### Placement view, run 1

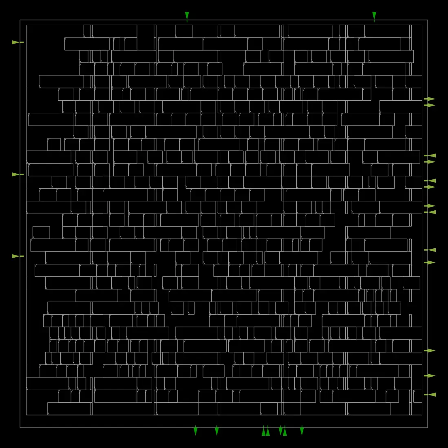
### Logic cells by family, run 1

Scale: 6 px per um.
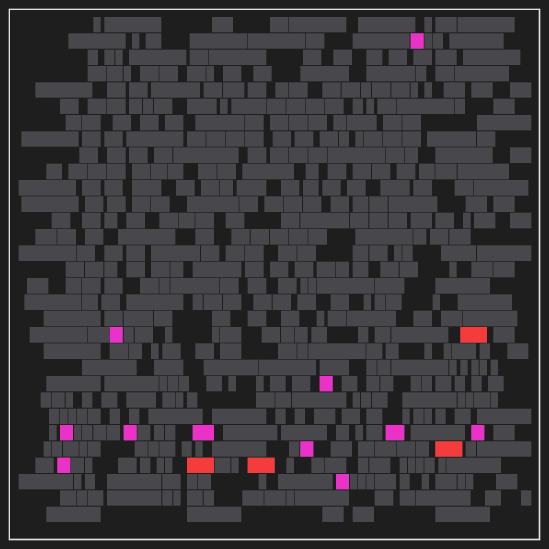
### Wires at chosen ports, followed through buffers, run 1

Scale: 3 px per um.
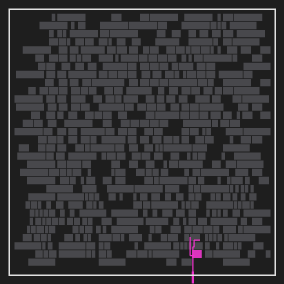
### Cell sizes after repair, run 1

Scale: 6 px per um.
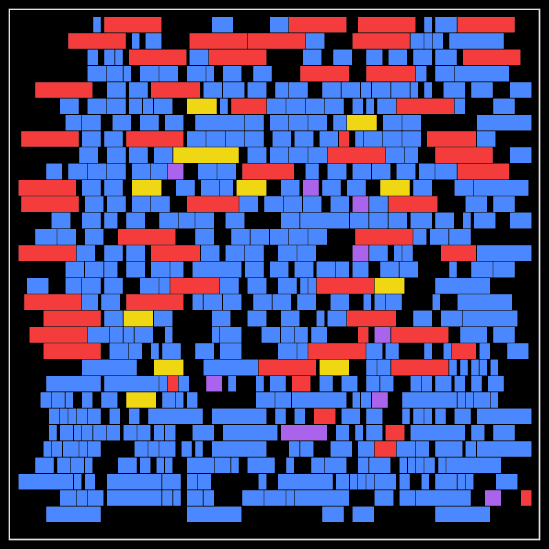
<file path="config.mk">
export PLATFORM = sky130hd
export DESIGN_NAME = eth_tx_framer
export DESIGN_NICKNAME = d
export VERILOG_FILES = /design/src/rtl/eth_tx_framer.sv
export SDC_FILE = /design/constraint.sdc
export NUM_CORES = 1
export LEC_CHECK = 0
export CORE_UTILIZATION = 65
export CTS_CLUSTER_DIAMETER = 30
export DETAILED_ROUTE_END_ITERATION = 16
export PLACE_DENSITY_LB_ADDON = 0.15
export SETUP_SLACK_MARGIN = 0.02
export SLEW_MARGIN = 20
export SYNTH_ARGS = -nofsm -noshare
export SYNTH_HDL_FRONTEND = slang
export SYNTH_SLANG_ARGS = --single-unit
</file>
<file path="constraint.sdc">
create_clock -name clock -period 6.3 [get_ports clock]
set_input_delay 0.63 -clock clock [delete_from_list [all_inputs] [get_ports clock]]
set_output_delay 0.63 -clock clock [all_outputs]
set_load 0.005 [all_outputs]
</file>
<file path="src/rtl/eth_tx_framer.sv">
// Ethernet transmit framer: pads frames to the minimum length, appends the
// IEEE 802.3 FCS and drives a gap-free byte burst to the RGMII sender.
module eth_tx_framer #(
  parameter int MIN_BYTES = 60,
  parameter int MAX_BYTES = 1514
) (
  input  logic       clock,
  input  logic       reset_n,
  input  logic [7:0] in_data,
  input  logic       in_valid,
  input  logic       in_last,
  output logic       in_ready,
  input  logic       tx_active,
  output logic [7:0] data,
  output logic       tx_enable,
  output logic       frame_done,
  output logic       frame_error
);

  typedef enum logic [2:0] {
    IDLE    = 3'd0,
    PAYLOAD = 3'd1,
    PAD     = 3'd2,
    FCS     = 3'd3,
    DRAIN   = 3'd4
  } state_t;

  localparam logic [31:0] CRC_INIT = 32'hFFFF_FFFF;
  localparam logic [31:0] CRC_POLY = 32'hEDB8_8320;
  localparam logic [10:0] MIN_CNT  = 11'(MIN_BYTES);
  localparam logic [10:0] MAX_CNT  = 11'(MAX_BYTES);
  localparam logic [2:0]  FCS_END  = 3'd4;

  state_t      state_r, state_s;
  logic [31:0] crc_r, crc_s;
  logic [10:0] count_r, count_s, count_inc_s;
  logic        bad_r, bad_s;
  logic        drain_r, drain_s;
  logic [2:0]  idx_r, idx_s;
  logic [7:0]  data_r, data_s;
  logic        tx_en_r, tx_en_s;
  logic        done_r, done_s;
  logic        err_r, err_s;
  logic        alive_r;
  logic        ready_s;
  logic        accept_s;

  function automatic logic [31:0] crc_next(input logic [31:0] crc, input logic [7:0] din);
    logic [31:0] c;
    c = crc ^ {24'h00_0000, din};
    for (int k = 0; k < 8; k++) begin
      if (c[0]) begin
        c = (c >> 1) ^ CRC_POLY;
      end else begin
        c = c >> 1;
      end
    end
    return c;
  endfunction

  function automatic logic [7:0] fcs_byte(input logic [31:0] crc, input logic [1:0] idx,
                                          input logic poison);
    logic [31:0] shifted;
    shifted = (~crc) >> {idx, 3'b000};
    return shifted[7:0] ^ {8{poison}};
  endfunction

  // Upstream ready: IDLE waits out the sender's active window, PAYLOAD/DRAIN always take bytes
  always_comb begin
    ready_s = 1'b0;
    case (state_r)
      IDLE:           ready_s = ~tx_active;
      PAYLOAD, DRAIN: ready_s = 1'b1;
      default:        ready_s = 1'b0;
    endcase
  end

  // alive_r holds ready low until the first edge after reset release
  assign in_ready = ready_s & alive_r;
  assign accept_s = in_valid & in_ready;

  // Next state, CRC/count bookkeeping and the byte to present after the coming edge
  always_comb begin
    state_s     = state_r;
    crc_s       = crc_r;
    count_s     = count_r;
    bad_s       = bad_r;
    drain_s     = drain_r;
    idx_s       = idx_r;
    data_s      = 8'h00;
    tx_en_s     = 1'b0;
    done_s      = 1'b0;
    err_s       = 1'b0;
    count_inc_s = count_r + 11'd1;
    case (state_r)
      IDLE: begin
        if (accept_s) begin
          data_s  = in_data;
          tx_en_s = 1'b1;
          crc_s   = crc_next(crc_r, in_data);
          count_s = 11'd1;
          if (in_last) begin
            state_s = (11'd1 < MIN_CNT) ? PAD : FCS;
          end else begin
            state_s = PAYLOAD;
          end
        end else begin
          state_s = IDLE;
        end
      end
      PAYLOAD: begin
        tx_en_s = 1'b1;
        if (accept_s && (count_r == MAX_CNT)) begin
          // Overflow byte is dropped; the first poisoned FCS byte takes its slot
          data_s  = fcs_byte(crc_r, 2'd0, 1'b1);
          bad_s   = 1'b1;
          drain_s = ~in_last;
          idx_s   = 3'd1;
          state_s = FCS;
        end else if (accept_s) begin
          data_s  = in_data;
          crc_s   = crc_next(crc_r, in_data);
          count_s = count_inc_s;
          if (in_last) begin
            state_s = (count_inc_s < MIN_CNT) ? PAD : FCS;
          end else begin
            state_s = PAYLOAD;
          end
        end else begin
          data_s  = 8'h00;
          crc_s   = crc_next(crc_r, 8'h00);
          count_s = count_inc_s;
          bad_s   = 1'b1;
          drain_s = 1'b1;
          state_s = (count_inc_s < MIN_CNT) ? PAD : FCS;
        end
      end
      PAD: begin
        tx_en_s = 1'b1;
        crc_s   = crc_next(crc_r, 8'h00);
        count_s = count_inc_s;
        if (count_inc_s < MIN_CNT) begin
          state_s = PAD;
        end else begin
          state_s = FCS;
        end
      end
      FCS: begin
        if (idx_r == FCS_END) begin
          done_s  = 1'b1;
          err_s   = bad_r;
          crc_s   = CRC_INIT;
          count_s = 11'd0;
          bad_s   = 1'b0;
          drain_s = 1'b0;
          idx_s   = 3'd0;
          state_s = drain_r ? DRAIN : IDLE;
        end else begin
          data_s  = fcs_byte(crc_r, idx_r[1:0], bad_r);
          tx_en_s = 1'b1;
          idx_s   = idx_r + 3'd1;
        end
      end
      DRAIN: begin
        if (accept_s && in_last) begin
          state_s = IDLE;
        end else begin
          state_s = DRAIN;
        end
      end
      default: begin
        state_s = IDLE;
        crc_s   = CRC_INIT;
        count_s = 11'd0;
        bad_s   = 1'b0;
        drain_s = 1'b0;
        idx_s   = 3'd0;
      end
    endcase
  end

  // State and output registers; reset abandons any frame in flight
  always_ff @(posedge clock or negedge reset_n) begin
    if (!reset_n) begin
      state_r <= IDLE;
      crc_r   <= CRC_INIT;
      count_r <= 11'd0;
      bad_r   <= 1'b0;
      drain_r <= 1'b0;
      idx_r   <= 3'd0;
      data_r  <= 8'h00;
      tx_en_r <= 1'b0;
      done_r  <= 1'b0;
      err_r   <= 1'b0;
      alive_r <= 1'b0;
    end else begin
      state_r <= state_s;
      crc_r   <= crc_s;
      count_r <= count_s;
      bad_r   <= bad_s;
      drain_r <= drain_s;
      idx_r   <= idx_s;
      data_r  <= data_s;
      tx_en_r <= tx_en_s;
      done_r  <= done_s;
      err_r   <= err_s;
      alive_r <= 1'b1;
    end
  end

  assign data        = data_r;
  assign tx_enable   = tx_en_r;
  assign frame_done  = done_r;
  assign frame_error = err_r;

endmodule

</file>
==> changes_impl.md, run 1 <==
### Physical design

* CTS tree: done
* Post-DR wirelength/cell at 21.19 um
* YS chip area at 0.004822 mm2
* Synthesized Nets at 510
* Syn. warnings at 0
* Max-Cap Viols at 0
* Starting DRT DRC Count at 363
* DRT Pass-1 Iters at 5
* Pre-Place Util at 66.84%
* First-pass GRT wire length at 20.18 mm
* Logic family by area: XOR/XNOR gates
* RSZ-0062 raised after global routing: no
* GPL Wtd Cong at 0.9536
* Ys cells at 493
* Simple Share, Synth at 10.22%
* Fmax at 346.9 MHz
* Status: finished clean
* Fin Clk Skew at 10.98 ps
* CP Max Fanout at 5
* Largest net degree at the start of global routing at 64
* Finished Layout Cells at 604
* Post-Synthesis Cells at 493
* Syn_area_per_cell at 9.781 um2
* Setup violators final at 0
* Area Growth Syn to Fin at 9.523%
* Vias in the first global route at 3859
* Most frequent cells in the layout: xnor2_1 (92), xor2_1 (41), nor2_1 (34)
* Commonest Layout Cell: xnor2_1
* Placed insts at 588
* Ao+oa area frac at 19.28%
* Tightest Pin Transition at 1188 ps
* Worst EP required at 6580 ps
* Asr flop ratio synth at 100.0%
* Gr usage total at 34.96%
* Minimum clock period at 2883 ps
* Max H-tree Level at 3
* Commonest flop: dfstp_2
Back to the opening pictures, 'Placement view':
FF+latch count: 63
fillers: 550
row cnt: 31
Core Util, Final: 73.21%
Core Footprint: 0.007214 mm2

Back to the opening pictures, 'Logic cells by family':
Key: red = adder and majority cells [cells 4]; magenta = AND and OR gates [cells 11]

Back to the opening pictures, 'Wires at chosen ports, followed through buffers':
Key: magenta = in_ready [bits 1, direction output, end cells 1, wire 20.9 um]
I/O pin count: 25
Port Buffers: 24

Back to the opening pictures, 'Cell sizes after repair':
Key: red = drive 2 [cells 54, share 11%]; yellow = drive 6 and up [cells 11, share 2.2%]; blue = drive 1 or less [cells 431, share 85%]; purple = drive 3 to 4 [cells 9, share 1.8%]
Non-CTS buffers: 30
fin area: 0.005281 mm2

## run 1: per-stage QoR
step | instance area (um2) | hold WS, ps
finish | 5281 | 432.9
global route | 5281 | 519.4
CTS | 5280 | 483.7
detailed placement | 5082 | 497.8
global placement | 5082 | 477.6
floorplan | 4822 | 334.4
## run 1: flip-flops by register name (all words and copies together) (netlist names)
register and cells:
crc_r 32, count_r 11, data 8, idx_r 3
state_r 3, alive_r 1, bad_r 1, drain_r 1
frame_done 1, frame_error 1, tx_enable 1
## run 1: cell type report
cell class / instances / area (um2)
clock buffers: 10 / 137.6
well taps: 99 / 123.9
repair buffers: 30 / 280.3
fillers: 550 / 1933
multi-input cells: 387 / 3029
flip-flops and latches: 63 / 1617
inverters: 9 / 33.78
clock inverters: 6 / 60.06
## run 1: synth_stat cells, types with 3 or more instances
cell / number / area (um2)
inv_1: 9 / 33.78
mux2i_1: 3 / 30.03
xnor3_2: 3 / 71.32
dfrtp_1: 31 / 775.7
nor2_1: 34 / 127.6
and2_1: 3 / 18.77
o22a_1: 10 / 87.58
o21a_1: 13 / 97.59
nand2_1: 24 / 90.09
or3_1: 4 / 25.02
xor2_1: 41 / 359.1
xnor3_1: 3 / 67.56
o22ai_1: 12 / 75.07
nor3_1: 7 / 35.03
mux4_2: 8 / 180.2
nor2b_1: 3 / 18.77
nand2b_1: 6 / 37.54
nand3_1: 6 / 30.03
a221o_1: 8 / 80.08
a31oi_1: 6 / 37.54
a21oi_1: 18 / 90.09
xnor2_1: 92 / 805.8
a221oi_1: 4 / 35.03
o31ai_1: 8 / 60.06
buf_2: 8 / 40.04
dfstp_2: 32 / 840.8
o221ai_1: 11 / 96.34
clkbuf_1: 23 / 86.33
o21ai_0: 19 / 95.09
ha_1: 4 / 50.05
## run 1: per-layer routing
metal / vias to the layer above / global-route usage, % / part of all wire (%)
met5: - / 0 / 0
met4: 0 / 11.29 / 2.1
met3: 33 / 7.069 / 10
met2: 244 / 53.84 / 46
met1: 2014 / 49.58 / 42
li1: 1768 / - / -
## run 1: critical path, cell delays in order
cell and delay, ps:
clkdlybuf4s50_1 670, xnor3_1 430, xnor3_2 450, xnor3_2 440
xnor2_1 180, o221ai_1 170, o21a_1 190
## run 1: kinds of logic (layout without fill, tap and decap cells)
family | count (synthesis) | after routing
other | 1 | 1
adders and majority gates | 4 | 4
buffers and inverters | 43 | 55
AOI/OAI and AO/OA | 130 | 130
and+or+nand+nor | 100 | 100
xor gates and xnor gates | 141 | 141
DFF | 63 | 63
muxes | 11 | 11
## run 1: worst paths after layout
path                              end  slack (ps)  cells past startpoint
min in group clock         state_r[2]         520                      1
setup reg to reg            crc_r[23]        3480                      6
setup / recovery            crc_r[23]        3420                      7
hold reg to reg            state_r[2]         520                      1
max in group asynchronous  count_r[5]        5310                      2
hold / removal                  bad_r         430                      2
### Pin map, run 1

Scale: 6 px per um. Pins as bars across the die edge, other pins in grey.
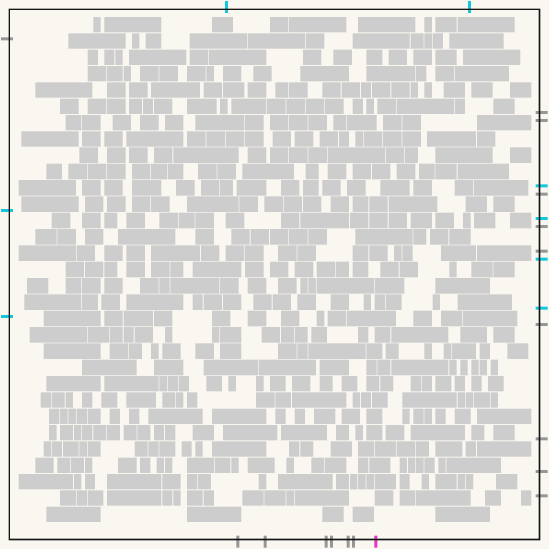

==> run 2: changes to the inputs <==
CORE_UTILIZATION = 61   (was 65)
clock period = 2.7 ns   (was 6.3 ns; I/O delays follow)
### Pin map, run 2

Scale: 4 px per um. Pins as bars across the die edge, other pins in grey.
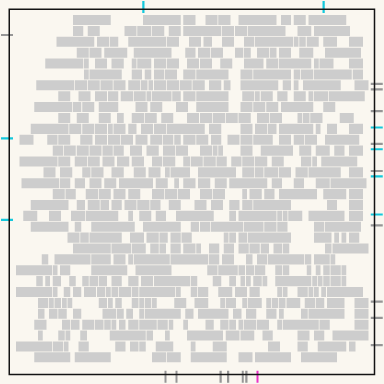
Key: magenta = in_ready [pins 1, direction output, edge bottom]; cyan = in_data [pins 8, direction input, edge 4 right, 2 top, 2 left]
Die W: 90.91 um
die y size: 90.91 um

==> run 2 against run 1 <==
Against the previous run: wire length is 0.22% lower; via count is 0.59% higher; die area is 6.4% higher; worst hold slack better by 12 ps; critical path type is now flip-flop to flip-flop; critical endpoint is now crc_r[20].
==> changes_impl.md, run 2 <==
### Physical design

* Status: finished clean
* Gr usage total at 32.76%
* Core Footprint at 0.007687 mm2
* Met1 wire length at 5.486 mm
* Simple Share, Synth at 10.22%
* Commonest flop: dfstp_2
* Total Wirelength at 12.77 mm
* GPL Wtd Cong at 1.017
* Area Growth Syn to Fin at 15.33%
* Tightest Pin Transition at 912.5 ps
* Commonest Layout Cell: xnor2_1
* Fillers at 573
* Met2 wire length at 5.874 mm
* DRT Pass-1 Iters at 5
* YS chip area at 0.004822 mm2
* First-pass GRT wire length at 20.92 mm
* Yosys top cell area share at 17.44%
* Cell with the most instances after synthesis: xnor2_1
* Max-slew violation count at 0
* Crit path max-delay cell type: dfstp_2
* Initial antenna violation count at 0
* Post-Synthesis Cells at 493
* CTS tree: done
* Highest Signal Layer: met4
* Syn_area_per_cell at 9.781 um2
* Logic family by area: XOR/XNOR gates
* Post-DR wirelength/cell at 19.99 um
* Ys cells at 493
* R2R Setup Slk at 150 ps
* Setup violators final at 0
* Buffers and inverters on the worst path at 0
* Syn. warnings at 0
* Port Buffers at 24
* Synthesized Nets at 510
* Worst EP required at 3000 ps
* Most frequent cells in the layout: xnor2_1 (92), xor2_1 (41), buf_4 (36)
* Worst reg2reg path depth at 6
* CTS sink cnt at 63
* Max H-tree Level at 3
* Ao+oa area frac at 19.28%
* RSZ-0062 raised after global routing: no
* Top reg by flops: crc_r
* Main area contributors: dfstp_2 (17%), xnor2_1 (17%), dfrtp_1 (16%), xor2_1 (7.4%), mux4_2 (3.7%)
* I/O pin count at 25
* Met3 routed WL at 1.123 mm
* WHS at 444.5 ps
* Final TNS setup at 0 ps
* CP Cell Sequence: xnor3_2 -> xnor3_2 -> xnor3_2 -> xnor2_1 -> o221ai_1 -> o21a_1
* CP Max Fanout at 3
* Critical path's top delay family: XOR/XNOR gates
* Fin Clk Skew at 20.70 ps
* Max FFs per register at 32
* Starting DRT DRC Count at 362
* Pre-Place Util at 62.73%
* CP peak stage delay at 530 ps
* Largest net degree at the start of global routing at 64
* Fmax at 391.9 MHz
* Vias in the first global route at 3912
* Area leader, netlist: dfstp_2
* Minimum clock period at 2551 ps
* Asr flop ratio synth at 100.0%
### Logic cells by family, run 2

Scale: 4 px per um.
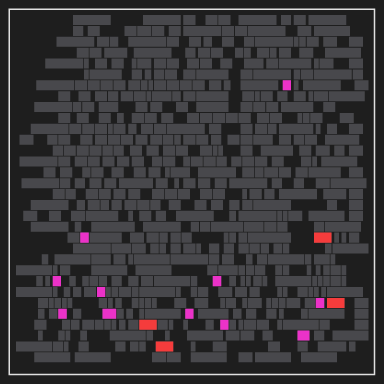
Key: red = adder and majority cells [cells 4]; magenta = AND and OR gates [cells 11]

## run 2: through the flow
stage                     util (%)  instances  area (um2)
after floorplan                  -        493        4822
after global placement       69.35        622        5331
after detailed placement     69.35        622        5331
after CTS                    72.35        639        5562
after global routing         72.35        639        5562
final                        72.35        639        5562
## run 2: metal layers
metal	vias up	GRT usage (%)
li1	1840	-
met1	2016	47.17
met2	203	49.12
met3	24	6.397
met4	0	11.64
met5	-	0
## run 2: worst max path at each step
stage / start / endpoint / slack, ps / cells past startpoint
after floorplan: crc_r[1] / crc_r[20] / 200 / 7
after CTS: crc_r[0] / crc_r[20] / 190 / 6
after detailed placement: in_data[1] / crc_r[20] / -30 / 8
final: crc_r[0] / crc_r[20] / 150 / 6
after global placement: in_data[1] / crc_r[20] / -20 / 8
after global routing: crc_r[0] / crc_r[20] / 80 / 6
## run 2: worst min-delay path, cell delays in order
cell	delay, ps
dlygate4sd3_1	520
buf_2	120
buf_12	300
## run 2: timing repair
action	4_1_cts	5_1_grt
endpoints found under the hold margin	31	0
hold buffers	1	0
setup buffers	0	0
## run 2: cells by family after synthesis
kind of cell / after synthesis
AOI/OAI and AO/OA: 130
xor gates and xnor gates: 141
adders and majority gates: 4
buffers and inverters: 43
DFF: 63
muxes: 11
other: 1
and+or+nand+nor: 100
## run 2: layout make-up
| type | instances | area, um2 | area share, % |
|---|---|---|---|
| well taps | 102 | 127.6 | 2.295 |
| clock inverters | 7 | 96.34 | 1.732 |
| repair buffers | 62 | 535.5 | 9.629 |
| inverters | 9 | 33.78 | 0.6074 |
| flip-flops and latches | 63 | 1617 | 29.07 |
| clock buffers | 9 | 123.9 | 2.227 |
| multi-input cells | 387 | 3028 | 54.44 |
